## src/rtl/blank_mapper_ml_if.sv

```systemverilog
// Blanking-symbol mapper bus bundle.
//
// Groups the scheduler-side inputs and the lane-steering outputs of
// blank_mapper_ml so they travel as one port.
//   master : scheduler / secondary-data side (drives sched_*, td_*, sec_*)
//   slave  : the mapper itself (drives blank_*)
//
// Signals:
//   sched_blank_en          blanking phase active
//   sched_blank_id          1 = HBlank, 0 = VBlank
//   sched_blank_state       00 blank/dummy, 01 BS, 10 start block, 11 BE
//   td_lane_count           active lanes: 00 = 1, 01 = 2, 11 = 4 (10 illegal)
//   sec_steered_out         secondary data, lane i at [i*SYM_W +: SYM_W]
//   sec_steered_vld         MSA byte valid
//   blank_steering_state    00 idle, 01 sequence hand-off, 10 MSA in progress
//   blank_control_sym_flag  per-lane K-symbol flag
//   blank_symbols           per-lane symbol
//   blank_seq_done          pulse with the last symbol of BS / start / BE
//   blank_lane_err          sticky illegal-lane-count flag
interface blank_mapper_ml_if #(
  parameter int unsigned LANES = 4,
  parameter int unsigned SYM_W = 8
);
  logic                   sched_blank_en;
  logic                   sched_blank_id;
  logic [1:0]             sched_blank_state;
  logic [1:0]             td_lane_count;
  logic [LANES*SYM_W-1:0] sec_steered_out;
  logic                   sec_steered_vld;
  logic [1:0]             blank_steering_state;
  logic [LANES-1:0]       blank_control_sym_flag;
  logic [LANES*SYM_W-1:0] blank_symbols;
  logic                   blank_seq_done;
  logic                   blank_lane_err;

  modport master (
    output sched_blank_en,
    output sched_blank_id,
    output sched_blank_state,
    output td_lane_count,
    output sec_steered_out,
    output sec_steered_vld,
    input  blank_steering_state,
    input  blank_control_sym_flag,
    input  blank_symbols,
    input  blank_seq_done,
    input  blank_lane_err
  );

  modport slave (
    input  sched_blank_en,
    input  sched_blank_id,
    input  sched_blank_state,
    input  td_lane_count,
    input  sec_steered_out,
    input  sec_steered_vld,
    output blank_steering_state,
    output blank_control_sym_flag,
    output blank_symbols,
    output blank_seq_done,
    output blank_lane_err
  );
endinterface

```

## src/rtl/blank_mapper_ml.sv

```systemverilog
// Multi-lane blanking-symbol generator for the main-link path.
//
// Sits between the stream scheduler and lane steering. For each scheduled
// blanking phase it emits per-lane symbols for BS/BF framing, the
// VB-ID/Mvid/Maud start block, the first-VBlank SS/MSA/SE packet and BE
// framing. All outputs are registered (one cycle after the sampled inputs);
// lanes at or above the active lane count are forced to zero.
//
// Ports:
//   clk  main-link symbol clock, rising edge
//   rst  synchronous, active-high reset
//   bus  blank_mapper_ml_if.slave (scheduler inputs, steering outputs)
//
// Build option:
//   BLANK_SR_EN  when defined, a 9-bit count of completed BS sequences is
//                kept and every 512th BS sequence carries SR (0x1C) in place
//                of both BS symbols. Undefined: BS is always 0xBC.
module blank_mapper_ml #(
  parameter int unsigned LANES   = 4,
  parameter int unsigned SYM_W   = 8,
  parameter int unsigned MSA_MAX = 40
) (
  input logic              clk,
  input logic              rst,
  blank_mapper_ml_if.slave bus
);

  localparam int unsigned PayW = $clog2(MSA_MAX + 1);

  localparam logic [SYM_W-1:0] SymBs = SYM_W'(8'hBC);
  localparam logic [SYM_W-1:0] SymBf = SYM_W'(8'hBD);
  localparam logic [SYM_W-1:0] SymBe = SYM_W'(8'hBE);
  localparam logic [SYM_W-1:0] SymSs = SYM_W'(8'hDC);
  localparam logic [SYM_W-1:0] SymSe = SYM_W'(8'hDE);
  localparam logic [SYM_W-1:0] SymSr = SYM_W'(8'h1C);

  localparam logic [1:0] StateBlank = 2'b00;
  localparam logic [1:0] StateBs    = 2'b01;
  localparam logic [1:0] StateStart = 2'b10;
  localparam logic [1:0] StateBe    = 2'b11;

  localparam logic [1:0] SteerIdle = 2'b00;
  localparam logic [1:0] SteerHand = 2'b01;
  localparam logic [1:0] SteerMsa  = 2'b10;

  typedef enum logic [1:0] {StSs1, StSs2, StPay, StDone} msa_st_e;

  // State
  logic [1:0]             bs_cnt_q, bs_cnt_d;
  logic [3:0]             st_cnt_q, st_cnt_d;
  logic [1:0]             be_cnt_q, be_cnt_d;
  msa_st_e                msa_st_q, msa_st_d;
  logic [PayW-1:0]        pay_cnt_q, pay_cnt_d;
  logic                   err_q, err_d;

  // Registered outputs
  logic [LANES*SYM_W-1:0] sym_q, sym_d;
  logic [LANES-1:0]       flag_q, flag_d;
  logic [1:0]             steer_q, steer_d;
  logic                   done_q, done_d;

  // Decoded lane configuration
  logic [2:0]             n_lanes;
  logic [3:0]             seq_len;
  logic                   lane_illegal;
  logic [LANES-1:0]       lane_act;

  // Start-block position
  logic [3:0]             st_eff;
  logic [1:0]             st_phase;

  // Common symbol broadcast to all active lanes, or per-lane pass-through
  logic [SYM_W-1:0]       sym_c;
  logic                   flag_c;
  logic                   pass_c;

  logic                   sr_hit;
  logic                   sr_inc;

  // seq_len is the start-block length 3R with R = 4/N.
  always_comb begin
    n_lanes      = 3'd1;
    seq_len      = 4'd12;
    lane_illegal = 1'b0;
    unique case (bus.td_lane_count)
      2'b00: begin
        n_lanes = 3'd1;
        seq_len = 4'd12;
      end
      2'b01: begin
        n_lanes = 3'd2;
        seq_len = 4'd6;
      end
      2'b11: begin
        n_lanes = 3'd4;
        seq_len = 4'd3;
      end
      default: begin
        n_lanes      = 3'd1;
        seq_len      = 4'd12;
        lane_illegal = 1'b1;
      end
    endcase
  end

  always_comb begin
    lane_act = '0;
    for (int i = 0; i < int'(LANES); i++) begin
      lane_act[i] = (i < int'(n_lanes));
    end
  end

  // A lane-count change can shrink the block under a running counter; a
  // position beyond the new end restarts the block.
  assign st_eff   = (st_cnt_q >= seq_len) ? 4'd0 : st_cnt_q;
  assign st_phase = 2'(st_eff % 4'd3);

`ifdef BLANK_SR_EN
  logic [8:0] sr_cnt_q;

  assign sr_hit = (sr_cnt_q == 9'h1FF);

  // Held across disabled phases and sequence switches; only rst clears it.
  always_ff @(posedge clk) begin
    if (rst) begin
      sr_cnt_q <= '0;
    end else if (sr_inc) begin
      sr_cnt_q <= sr_cnt_q + 9'd1;
    end
  end
`else
  logic unused_sr_inc;

  assign sr_hit        = 1'b0;
  assign unused_sr_inc = sr_inc;
`endif

  always_comb begin
    sym_c     = '0;
    flag_c    = 1'b0;
    pass_c    = 1'b0;
    steer_d   = SteerIdle;
    done_d    = 1'b0;
    sr_inc    = 1'b0;
    // Sequence counters restart unless their own sequence is running.
    bs_cnt_d  = '0;
    st_cnt_d  = '0;
    be_cnt_d  = '0;
    // The MSA tracker only moves during blank phases.
    msa_st_d  = msa_st_q;
    pay_cnt_d = pay_cnt_q;
    err_d     = err_q | (bus.sched_blank_en & lane_illegal);

    if (bus.sched_blank_en) begin
      unique case (bus.sched_blank_state)
        StateBs: begin
          flag_c   = 1'b1;
          sym_c    = ((bs_cnt_q == 2'd0) || (bs_cnt_q == 2'd3)) ? (sr_hit ? SymSr : SymBs) : SymBf;
          bs_cnt_d = bs_cnt_q + 2'd1;
          if (bs_cnt_q == 2'd3) begin
            steer_d = SteerHand;
            done_d  = 1'b1;
            sr_inc  = 1'b1;
          end
        end

        StateStart: begin
          unique case (st_phase)
            2'd0:    sym_c = SYM_W'(!bus.sched_blank_id);  // VB-ID: 1 only in VBlank
            2'd1:    sym_c = bus.sec_steered_out[SYM_W-1:0];  // Mvid from lane 0
            default: sym_c = '0;  // Maud
          endcase
          if (st_eff == 4'(seq_len - 4'd1)) begin
            steer_d  = SteerHand;
            done_d   = 1'b1;
            st_cnt_d = '0;
          end else begin
            st_cnt_d = st_eff + 4'd1;
          end
        end

        StateBe: begin
          flag_c   = 1'b1;
          sym_c    = ((be_cnt_q == 2'd0) || (be_cnt_q == 2'd3)) ? SymBe : SymBf;
          be_cnt_d = be_cnt_q + 2'd1;
          if (be_cnt_q == 2'd3) begin
            done_d = 1'b1;
          end
        end

        default: begin
          if (bus.sched_blank_id) begin
            // HBlank dummy: re-arm the MSA packet for the next VBlank.
            msa_st_d  = StSs1;
            pay_cnt_d = '0;
          end else begin
            unique case (msa_st_q)
              StSs1: begin
                sym_c    = SymSs;
                flag_c   = 1'b1;
                steer_d  = SteerMsa;
                msa_st_d = StSs2;
              end
              StSs2: begin
                sym_c    = SymSs;
                flag_c   = 1'b1;
                steer_d  = SteerMsa;
                msa_st_d = StPay;
              end
              StPay: begin
                if (bus.sec_steered_vld && (pay_cnt_q < PayW'(MSA_MAX))) begin
                  pass_c    = 1'b1;
                  steer_d   = SteerMsa;
                  pay_cnt_d = pay_cnt_q + PayW'(1);
                end else begin
                  // End of payload or timeout: close the packet with SE.
                  sym_c    = SymSe;
                  flag_c   = 1'b1;
                  msa_st_d = StDone;
                end
              end
              StDone: begin
                sym_c = '0;
              end
            endcase
          end
        end
      endcase
    end
  end

  always_comb begin
    sym_d  = '0;
    flag_d = '0;
    for (int i = 0; i < int'(LANES); i++) begin
      if (lane_act[i]) begin
        sym_d[i*SYM_W +: SYM_W] = pass_c ? bus.sec_steered_out[i*SYM_W +: SYM_W] : sym_c;
        flag_d[i]               = flag_c;
      end
    end
  end

  always_ff @(posedge clk) begin
    if (rst) begin
      bs_cnt_q  <= '0;
      st_cnt_q  <= '0;
      be_cnt_q  <= '0;
      msa_st_q  <= StSs1;
      pay_cnt_q <= '0;
      err_q     <= 1'b0;
      sym_q     <= '0;
      flag_q    <= '0;
      steer_q   <= SteerIdle;
      done_q    <= 1'b0;
    end else begin
      bs_cnt_q  <= bs_cnt_d;
      st_cnt_q  <= st_cnt_d;
      be_cnt_q  <= be_cnt_d;
      msa_st_q  <= msa_st_d;
      pay_cnt_q <= pay_cnt_d;
      err_q     <= err_d;
      sym_q     <= sym_d;
      flag_q    <= flag_d;
      steer_q   <= steer_d;
      done_q    <= done_d;
    end
  end

  assign bus.blank_symbols          = sym_q;
  assign bus.blank_control_sym_flag = flag_q;
  assign bus.blank_steering_state   = steer_q;
  assign bus.blank_seq_done         = done_q;
  assign bus.blank_lane_err         = err_q;

endmodule

```

## src/flat_wrapper.sv

```systemverilog
// flat-port wrapper written by rule: the top's interface ports become plain ports
module blank_mapper_ml_flat 
#(
  parameter int unsigned LANES   = 4,
  parameter int unsigned SYM_W   = 8,
  parameter int unsigned MSA_MAX = 40
)
  (clk, rst, bus_sched_blank_en, bus_sched_blank_id, bus_sched_blank_state, bus_td_lane_count, bus_sec_steered_out, bus_sec_steered_vld, bus_blank_steering_state, bus_blank_control_sym_flag, bus_blank_symbols, bus_blank_seq_done, bus_blank_lane_err);
  blank_mapper_ml_if #(.LANES(LANES), .SYM_W(SYM_W)) bus_i ();
  input logic clk;
  input logic rst;
  input wire logic [$bits(bus_i.sched_blank_en)-1:0] bus_sched_blank_en;
  input wire logic [$bits(bus_i.sched_blank_id)-1:0] bus_sched_blank_id;
  input wire logic [$bits(bus_i.sched_blank_state)-1:0] bus_sched_blank_state;
  input wire logic [$bits(bus_i.td_lane_count)-1:0] bus_td_lane_count;
  input wire logic [$bits(bus_i.sec_steered_out)-1:0] bus_sec_steered_out;
  input wire logic [$bits(bus_i.sec_steered_vld)-1:0] bus_sec_steered_vld;
  output wire logic [$bits(bus_i.blank_steering_state)-1:0] bus_blank_steering_state;
  output wire logic [$bits(bus_i.blank_control_sym_flag)-1:0] bus_blank_control_sym_flag;
  output wire logic [$bits(bus_i.blank_symbols)-1:0] bus_blank_symbols;
  output wire logic [$bits(bus_i.blank_seq_done)-1:0] bus_blank_seq_done;
  output wire logic [$bits(bus_i.blank_lane_err)-1:0] bus_blank_lane_err;
  assign bus_i.sched_blank_en = bus_sched_blank_en;
  assign bus_i.sched_blank_id = bus_sched_blank_id;
  assign bus_i.sched_blank_state = bus_sched_blank_state;
  assign bus_i.td_lane_count = bus_td_lane_count;
  assign bus_i.sec_steered_out = bus_sec_steered_out;
  assign bus_i.sec_steered_vld = bus_sec_steered_vld;
  assign bus_blank_steering_state = bus_i.blank_steering_state;
  assign bus_blank_control_sym_flag = bus_i.blank_control_sym_flag;
  assign bus_blank_symbols = bus_i.blank_symbols;
  assign bus_blank_seq_done = bus_i.blank_seq_done;
  assign bus_blank_lane_err = bus_i.blank_lane_err;
  blank_mapper_ml #(.LANES(LANES), .SYM_W(SYM_W), .MSA_MAX(MSA_MAX)) u_core (.clk(clk), .rst(rst), .bus(bus_i));
endmodule
```

## config.mk

```make
export PLATFORM = sky130hd
export DESIGN_NAME = blank_mapper_ml_flat
export DESIGN_NICKNAME = d
export VERILOG_FILES = /design/src/rtl/blank_mapper_ml_if.sv /design/src/rtl/blank_mapper_ml.sv /design/src/flat_wrapper.sv
export SDC_FILE = /design/constraint.sdc
export NUM_CORES = 1
export LEC_CHECK = 0
export ABC_AREA = 1
export CELL_PAD_IN_SITES_DETAIL_PLACEMENT = 1
export CELL_PAD_IN_SITES_GLOBAL_PLACEMENT = 1
export CORE_MARGIN = 2
export CORE_UTILIZATION = 36
export CTS_CLUSTER_SIZE = 28
export DETAILED_ROUTE_END_ITERATION = 12
export PLACE_DENSITY = 0.88
export SLEW_MARGIN = 0
export SYNTH_ARGS = -nofsm -noshare
export SYNTH_HDL_FRONTEND = slang
export SYNTH_SLANG_ARGS = --single-unit
```

## constraint.sdc

```tcl
create_clock -name clk -period 5.75 [get_ports clk]
set_input_delay 1.15 -clock clk [delete_from_list [all_inputs] [get_ports clk]]
set_output_delay 1.15 -clock clk [all_outputs]
set_load 0.05 [all_outputs]
```

Fig. 1: run 1, drive-strength map
Drawn at 4 px/um.
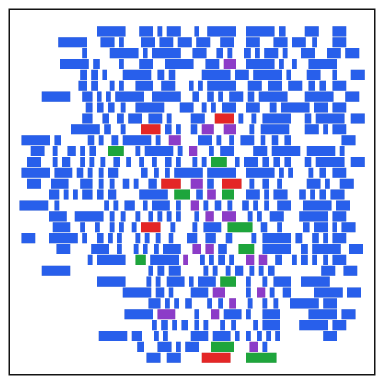
| size | color | cells | share | most used |
|---|---|---|---|---|
| drive 1 or less | blue | 397 | 91% | nand2_1 |
| drive 2 | purple | 21 | 4.8% | nand2_2 |
| drive 6 and up | red | 6 | 1.4% | clkbuf_8 |
| drive 3 to 4 | green | 10 | 2.3% | nand2_4 |

Fig. 2: run 1, placed standard cells
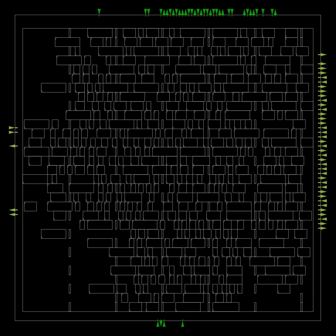
fill count: 927
fin cells: 533
flop share of the area: 30.27%
Core Region: 0.007292 sq mm
fin util: 50.79%

==> impl_metrics.toml, run 1 <==
# physical design summary
[run_status]
outcome = "finished clean"

[min_path]
min_from = "u_core.be_cnt_q[0]"
hold_depth = 1

[synth]
syn_avg_cell_area_sq_um = 7.680
ys_seq_share_pct = 41.12
synthTopLogicFamily = "simple AND/OR/NAND/NOR gates"
syn_inst = 355
synth_cell_types = 40
xor_share_pct = 0.6425
yosysTopAreaCell = "dfxtp_1"
ys_cells = 355
yosysChipArea_sq_mm = 0.002726
synthesis.area_sq_mm = 0.002726
muxShareOfSynthArea_pct = 0
area_leaders = "dfxtp_1 41%, nand2_1 12%, ha_1 8.3%"

[worst_setup_path]
cp-end-kind = "register"
r2r-start = "u_core.st_cnt_q[2]"
rr_worst_depth = 24
slowest_delay_ps = 570
start_kind = "input port"
rr_endpoint = "u_core.bus.blank_symbols[23]"

[grt]
grt_util_met3_pct = 3.900
antenna_found_initial = 0
grt_pass1_vias = 2778
overflow = 0
grt_first_pass_wirelength_mm = 13.94

[final_layout]
nonClkBufAreaFrac_pct = 21.62
ff_count = 56
lay_top_cells = "85 x nand2_1, 80 x clkdlybuf4s50_1, 56 x dfxtp_1, 44 x inv_1, 40 x a21oi_1"
diodes = 0
largest_reg_flops = 32
nNonClkBuffers = 80
nets = 492
clkbuf_count = 6
comb-cell-share_pct = 37.57
layout_top_cell = "nand2_1"
design_area_sq_mm = 0.003704

[power]
p_per_area_mw_per_mm2 = 198.0
vdd_drop_max_mv = 0.09391

[die]
fp_util_pct = 37.39
die-area_sq_mm = 0.008286
ios = 81

[detailed_routing]
routed-wl-met2_mm = 4.301
drtAntennaViolNets = 0
wl_met1_mm = 3.647
vias_per_cell = 4.887
drc = 0
wl_met3_um = 294
vias = 2605

[clocking]
numCtsBuffers = 5
clk_path_buf_depth = 2
cts.reportedPaths.clkPinSlew_ps = 100
cts_root_buf = "clkbuf_8"
cts_resized = 0
clock-sinks = 56
insertion_delay_ps = 310

[timing]
rsz0062_at_grt = "false"
setup_viol = 0
clock.fmax_ghz = 0.2042
max-slew-margin-rel_pct = 47.26
worstMarginPinSlew_ps = 789.3
whs_ps = 448.7
hold_viol_final = 0

[placement]
place_inst = 525
dp_hpwl_mm = 6.558
preCtsSetupSlack_ps = 644.5
gp_congestion = 0.8405
Fig. 3: run 1, I/O pins on the die edge
Drawn at 4 px/um. Pins as bars across the die edge, other pins in gray.
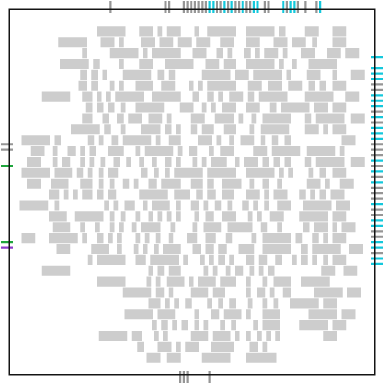
| port | color | pins | direction | edge |
|---|---|---|---|---|
| bus_blank_seq_done | purple | 1 | output | left |
| bus_blank_steering_state | green | 2 | output | left |
| bus_blank_symbols | cyan | 32 | output | 21 right, 11 top |
die width: 91.03 um
die height: 91.03 um
IO Port Bufs: 80

==> run 1: Yosys cell counts, drive strengths merged <==
master	n
a2111oi	1
a211oi	3
a21boi	1
a21oi	42
and2	1
and3	1
buf	2
clkbuf	7
clkinv	2
dfxtp	56
ha	18
inv	45
nand2	96
nand3	12
nand3b	1
nand4	5
nor2	33
nor3	5
nor3b	2
nor4	3
o21a	1
o21ai	14
o31ai	1
or3	1
xor2	2
==> run 1: power breakdown <==
group,switching [mW],internal [mW]
sequential,0.00288,0.396
clock,0.130,0.0870
combinational,0.0700,0.0480
==> run 1: critical path: cells and delay by family <==
family                   cells  cell delay, ps
AND/OR/NAND/NOR             16            1600
AND-OR/OR-AND                3             520
adder cells (fa/ha/maj)      4             850
buffers and inverters        6            1010
--- run 2 (diff from run 1) ---
--- a/config.mk
+++ b/config.mk
@@ -6,6 +6,7 @@
 export NUM_CORES = 1
 export LEC_CHECK = 0
 export ABC_AREA = 1
+export CAP_MARGIN = 10
 export CELL_PAD_IN_SITES_DETAIL_PLACEMENT = 1
 export CELL_PAD_IN_SITES_GLOBAL_PLACEMENT = 1
 export CORE_MARGIN = 2
Fig. 4: run 2, routed metal, one color a layer
Drawn at 4 px/um. Two of the layers only.
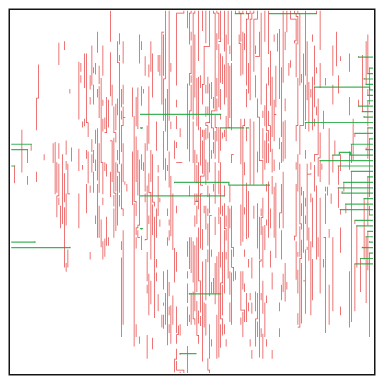
| layer | color | wire length |
|---|---|---|
| met2 | red | 4300 um |
| met3 | green | 294 um |

==> run 2 against run 1 <==
  * Worst hold slack is the same
  * Largest cell class unchanged
  * Critical endpoint unchanged
  * Register-to-register slack barely moved
  * Synthesized cell count unchanged
  * Highest routed layer unchanged
==> impl_metrics.toml, run 2 <==
# physical design summary
[placement]
place_inst = 525
portBuffers = 80
dpl_cell_area_sq_mm = 0.003615
dp_hpwl_mm = 6.558
gp_congestion = 0.8405
preCtsSetupSlack_ps = 644.5

[detailed_routing]
top_layer = "met4"
vias = 2605
drc = 0
wl_met1_mm = 3.647
routed-wl-met2_mm = 4.301
wl_met3_um = 294
dr.first_iter.drc_count = 100
vias_per_cell = 4.887
drtAntennaViolNets = 0
wl_mm = 8.409
wl_per_cell_um = 15.78
dr.pass1.iters = 4

[final_layout]
design_area_sq_mm = 0.003704
layout.area.seq_sq_mm = 0.001121
seq-cell-share_pct = 30.27
drive_gt1_share_pct = 8.525
fillerInstances = 927
final-clk-cell-share_pct = 2.399
top_area_cell_class = "multi-input combinational cells"
layout_top_cell = "nand2_1"
area_growth_pct = 35.84
ff_count = 56
comb-cell-share_pct = 37.57
clkbuf_count = 6
inverters = 47
nNonClkBuffers = 80
nets = 492
lay_top_cells = "85 x nand2_1, 80 x clkdlybuf4s50_1, 56 x dfxtp_1, 44 x inv_1, 40 x a21oi_1"
fin_util_pct = 50.79
largest_reg_flops = 32
stdcell_count = 533
multi_input_comb_cells = 243
logic_area_sq_mm = 0.001391
nonClkBufAreaFrac_pct = 21.62
diodes = 0

[worst_setup_path]
crit_slowest_cell = "clkdlybuf4s50_1"
r2r-start = "u_core.st_cnt_q[2]"
crit_type = "input port to register"
critPathCapture = "u_core.bus.blank_symbols[23]"
crit_fanout = 5
cp.depth = 29
path_common_cell = "nand2_1"
worst_ep_arrival_time_ps = 5130
cpLargestDelayFamily = "simple AND/OR/NAND/NOR gates"
path_buffers = 6
cp-end-kind = "register"
start_kind = "input port"
crit_required_ps = 5980
rr_worst_depth = 24
rr_endpoint = "u_core.bus.blank_symbols[23]"
rrSetupSlack_ps = 2030
startpoint = "bus_td_lane_count[0]"
slowest_delay_ps = 570

[min_path]
min_from = "u_core.be_cnt_q[0]"
hold_depth = 1
hold_path.class = "register to register"
hold_path_end = "u_core.be_cnt_q[0]"

[clocking]
insertion_delay_ps = 310
cts_root_buf = "clkbuf_8"
post_cts_buffers = 0
cts_tree = "built"
clock-sinks = 56
htreeDepth = 2
clk_path_buf_depth = 2
numCtsBuffers = 5
cts_resized = 0
cts_hold_buf = 0
cts.reportedPaths.clkPinSlew_ps = 100

[grt]
grt_max_degree = 36
antenna_found_initial = 0
grtUsageTotal_pct = 20.87
grt_first_pass_wirelength_mm = 13.94
grt_util_met3_pct = 3.900
overflow = 0
grt_use_met2_pct = 38.40
busiest_layer = "met2"
met1_usage_pct = 24.60
grt_pass1_vias = 2778

[die]
core_sq_mm = 0.007292
die_y_um = 91.03
die_w_um = 91.03
ios = 81
die-area_sq_mm = 0.008286
fp_util_pct = 37.39
taps = 99
num_rows = 31

[timing]
clock.fmax_ghz = 0.2042
worst_slack_ps = 852.9
period_used_pct = 85.17
finClkSkew_ps = 6.782
hold_viol_final = 0
max-slew-margin-rel_pct = 47.26
setup_viol = 0
whs_ps = 448.7
worstMarginPinSlew_ps = 789.3
min_period_ps = 4897
rsz0062_at_grt = "false"
finalSetupTns_ps = 0
maxSlewViolCount = 0

[power]
internal_power_mw = 0.5306
swShare_pct = 27.64
p_per_area_mw_per_mm2 = 198.0
leakage_nw = 1.484
seq_power_share_pct = 54.3
finalPower_mw = 0.7334
comb_power_share_pct = 16.1
vdd_drop_max_mv = 0.09391
p_clk_share_pct = 29.6
switchingPower_mw = 0.2027

[synth]
ys_seq_share_pct = 41.12
synthesis.area_sq_mm = 0.002726
synth_cell_types = 40
area_leaders = "dfxtp_1 41%, nand2_1 12%, ha_1 8.3%"
ys_ff = 56
syn-num-nets = 414
syn_avg_cell_area_sq_um = 7.680
syn_inst = 355
async_flop_share_pct = 0
most_common_cell = "nand2_1"
yosysChipArea_sq_mm = 0.002726
ys_cells = 355
edf_count = 0
yosysTopAreaCell = "dfxtp_1"
common_cells = "85 x nand2_1, 56 x dfxtp_1, 44 x inv_1, 40 x a21oi_1, 27 x nor2_1"
synth-main-ff-cell = "dfxtp_1"
yosysWarningCount = 0
top_area_share_pct = 41.12

[flow_run]
warning_count = 31
max_cap_violations = 0

[run_status]
outcome = "finished clean"
Fig. 5: run 2, drive-strength map
Drawn at 4 px/um.
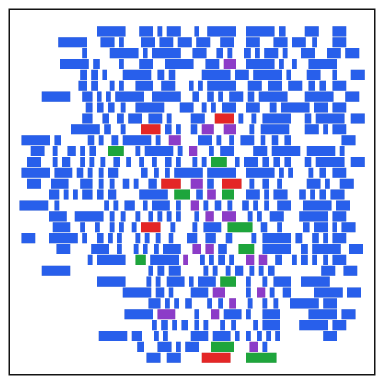
| size | color | cells | share | most used |
|---|---|---|---|---|
| drive 6 and up | red | 6 | 1.4% | clkbuf_8 |
| drive 2 | purple | 21 | 4.8% | nand2_2 |
| drive 3 to 4 | green | 10 | 2.3% | nand2_4 |
| drive 1 or less | blue | 397 | 91% | nand2_1 |

[run 2: cell counts in the layout (fill, tap and decap cells not counted)]
No cell type changed its count.
[run 2: cells by family (layout without fill, tap and decap cells)]
group | Yosys count | after routing | share of synthesized area (%)
buf+inv | 56 | 135 | 7.847
compound gates | 63 | 63 | 13.49
xor+xnor | 2 | 2 | 0.6426
simple gates | 160 | 160 | 28.64
flops | 56 | 56 | 41.12
fa+ha+maj | 18 | 18 | 8.261
[run 2: power by group through the flow]
| stage | clock [mW] | combinational, mW | sequential (mW) |
|---|---|---|---|
| after detailed placement | 0 | 0.117 | 0.408 |
| after global placement | 0 | 0.115 | 0.407 |
| after CTS | 0.222 | 0.119 | 0.399 |
| after floorplan | 0 | 0.0375 | 0.432 |
| after global routing | 0.239 | 0.127 | 0.399 |
| final | 0.217 | 0.118 | 0.398 |
No activity file was given, so power comes from the tool's default toggle rates.
